Figure 1. Cell placement.
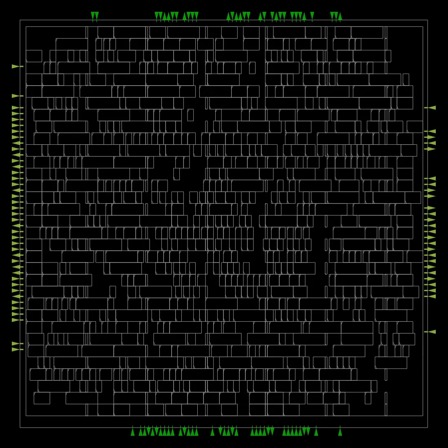
Figure 2. Port wiring.
Scale: 3 px per um.
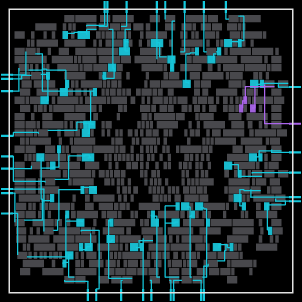
### config.mk
export PLATFORM = sky130hd
export DESIGN_NAME = ext_int_sched
export DESIGN_NICKNAME = d
export VERILOG_FILES = /design/src/rtl/ext_int_sched.sv
export SDC_FILE = /design/constraint.sdc
export NUM_CORES = 1
export LEC_CHECK = 0
export ABC_AREA = 1
export CORE_UTILIZATION = 50
export DETAILED_ROUTE_END_ITERATION = 7
export PLACE_DENSITY = 0.83
export SYNTH_ARGS = -nofsm -noshare
export SYNTH_HDL_FRONTEND = slang
export SYNTH_SLANG_ARGS = --single-unit
### constraint.sdc
create_clock -name clk_i -period 3.9 [get_ports clk_i]
set_input_delay 1.17 -clock clk_i [delete_from_list [all_inputs] [get_ports clk_i]]
set_output_delay 1.17 -clock clk_i [all_outputs]
set_load 0.05 [all_outputs]
### src/rtl/ext_int_sched.sv
// External interrupt sequencer: edge/level detection, per-line pending latch,
// fixed-priority selection and a req/ack/eoi handshake towards the core.
module ext_int_sched #(
  parameter int N_INT = 31,
  parameter int ID_W  = 5
) (
  input  logic             clk_i,
  input  logic             rst_n_i,
  input  logic [N_INT-1:0] ext_int_in_i,
  input  logic [N_INT-1:0] int_en_i,
  input  logic [N_INT-1:0] edge_mode_i,
  input  logic             int_ack_i,
  input  logic             eoi_i,
  output logic             int_req_o,
  output logic [ID_W-1:0]  int_id_o,
  output logic             busy_o,
  output logic [N_INT-1:0] pending_o
);

  typedef enum logic [1:0] {
    IDLE    = 2'd0,
    REQ     = 2'd1,
    SERVICE = 2'd2
  } state_e;

  state_e             state_q;
  logic [N_INT-1:0]   in_q;
  logic [N_INT-1:0]   in_q2;
  logic [N_INT-1:0]   pending_q;
  logic [N_INT-1:0]   pending_d;
  logic               int_req_q;
  logic               busy_q;
  logic [ID_W-1:0]    int_id_q;

  logic [N_INT-1:0]   rise;
  logic [N_INT-1:0]   cand;
  logic [N_INT-1:0]   id_onehot;
  logic [N_INT-1:0]   ack_clr;
  logic               ack_hit;
  logic               sel_live;
  logic [ID_W-1:0]    winner;

  // Lowest set index wins; line 0 has the highest priority.
  function automatic logic [ID_W-1:0] first_set(input logic [N_INT-1:0] v);
    logic [ID_W-1:0] r;
    r = {ID_W{1'b0}};
    for (int i = N_INT - 1; i >= 0; i--) begin
      if (v[i]) begin
        r = ID_W'(i);
      end else begin
        r = r;
      end
    end
    return r;
  endfunction

  always_comb begin
    rise      = in_q & ~in_q2;
    cand      = pending_q & int_en_i;
    winner    = first_set(cand);
    ack_hit   = (state_q == REQ) && int_ack_i;
    id_onehot = {N_INT{1'b0}};
    for (int i = 0; i < N_INT; i++) begin
      id_onehot[i] = (int_id_q == ID_W'(i));
    end
    ack_clr   = id_onehot & {N_INT{ack_hit}};
    sel_live  = |(cand & id_onehot);
    // Edge lines: a fresh rise beats a same-cycle ack clear. Level lines follow in_q.
    pending_d = {N_INT{1'b0}};
    for (int i = 0; i < N_INT; i++) begin
      if (edge_mode_i[i]) begin
        pending_d[i] = rise[i] | (pending_q[i] & ~ack_clr[i]);
      end else begin
        pending_d[i] = in_q[i];
      end
    end
  end

  always_ff @(posedge clk_i) begin
    if (!rst_n_i) begin
      in_q      <= {N_INT{1'b0}};
      in_q2     <= {N_INT{1'b0}};
      pending_q <= {N_INT{1'b0}};
    end else begin
      in_q      <= ext_int_in_i;
      in_q2     <= in_q;
      pending_q <= pending_d;
    end
  end

  always_ff @(posedge clk_i) begin
    if (!rst_n_i) begin
      state_q   <= IDLE;
      int_req_q <= 1'b0;
      busy_q    <= 1'b0;
      int_id_q  <= {ID_W{1'b0}};
    end else begin
      case (state_q)
        IDLE: begin
          busy_q <= 1'b0;
          if (|cand) begin
            int_id_q  <= winner;
            int_req_q <= 1'b1;
            state_q   <= REQ;
          end else begin
            int_id_q  <= {ID_W{1'b0}};
            int_req_q <= 1'b0;
            state_q   <= IDLE;
          end
        end
        REQ: begin
          // Ack takes precedence over withdrawal; no preemption while offered.
          if (int_ack_i) begin
            int_req_q <= 1'b0;
            busy_q    <= 1'b1;
            state_q   <= SERVICE;
          end else if (!sel_live) begin
            int_req_q <= 1'b0;
            int_id_q  <= {ID_W{1'b0}};
            state_q   <= IDLE;
          end else begin
            int_req_q <= 1'b1;
            state_q   <= REQ;
          end
        end
        SERVICE: begin
          int_req_q <= 1'b0;
          if (eoi_i) begin
            busy_q   <= 1'b0;
            int_id_q <= {ID_W{1'b0}};
            state_q  <= IDLE;
          end else begin
            busy_q   <= 1'b1;
            state_q  <= SERVICE;
          end
        end
        default: begin
          int_req_q <= 1'b0;
          busy_q    <= 1'b0;
          int_id_q  <= {ID_W{1'b0}};
          state_q   <= IDLE;
        end
      endcase
    end
  end

  assign int_req_o = int_req_q;
  assign int_id_o  = int_id_q;
  assign busy_o    = busy_q;
  assign pending_o = pending_q;

endmodule

==> notes.md <==
fresh numbers from the pnr run: CP Capture Point int_id_o[4], overall routing resource usage 26.4%, via count of the routed design 4,169, count of synthesis-stage warnings from yosys 0, clock network power 0.631 mW, Final setup viols 0, critical path depth in cells 1, clock period minus final worst setup slack 3.15 ns, clock buffers 11, combinational group share of total power 22.6%, last weighted congestion value of the routability-driven placer 0.984, largest cell class by area sequential cells, hold-critical path depth 2, highest net fanout along the worst path 16, routed length on met1 4.97 mm, clock network fraction of total power 27.5%, status finished, final reports clean, Initial DRT Pass Iterations 5, Placed Area 0.00565 mm2, Worst-Skew Late Latency 0.38 ns, max-slew violation count 0, placed cells 818, number of filler instances in the final layout 710, required time at the worst-slack endpoint 2.73 ns, TritonCTS Sinks 102, peak supply drop 0.000249 V, simple-gate share of the synthesized area 28.9%, cell with the most instances after synthesis nand2_1, register-to-register path setup slack 1.32 ns, post-route clock skew 0.0118 ns, hold buffer count at CTS 0, sequential share of cell area 35.0%, fraction of area in non-clock buffers 23.2%, final setup slack of the worst path 0.752 ns, kind of capture point of the worst setup path primary output, Chip Footprint 0.00884 mm2, start-to-end type of the worst setup path reg2out, average vias per placed instance 5.00, Gate Area 0.00183 mm2, number of multi-input logic gates 395, design area 0.00583 mm2, flip-flops with a built-in enable 0, met3 GRT Util 5.42%, launch point of the worst path int_id_o[4]$_SDFFE_PN0P_, worst path arrival time 1.98 ns, global routing usage on met1 32.8%
## Picture notes: Figure 1
count of standard-cell rows: 33
placeable core region: 0.00822 mm2

## Picture notes: Figure 2
port	colour	direction	edge	end cells	buffers	wire
int_ack_i	purple	input	right	3	1	47.4 um
edge_mode_i	cyan	input	9 bottom, 9 left, 8 top, 5 right	62	31	922 um
ports placed on the boundary: 135
tally of buffers added on design ports: 134

Power figures rest on the tool's default switching activity, not on a simulated workload.
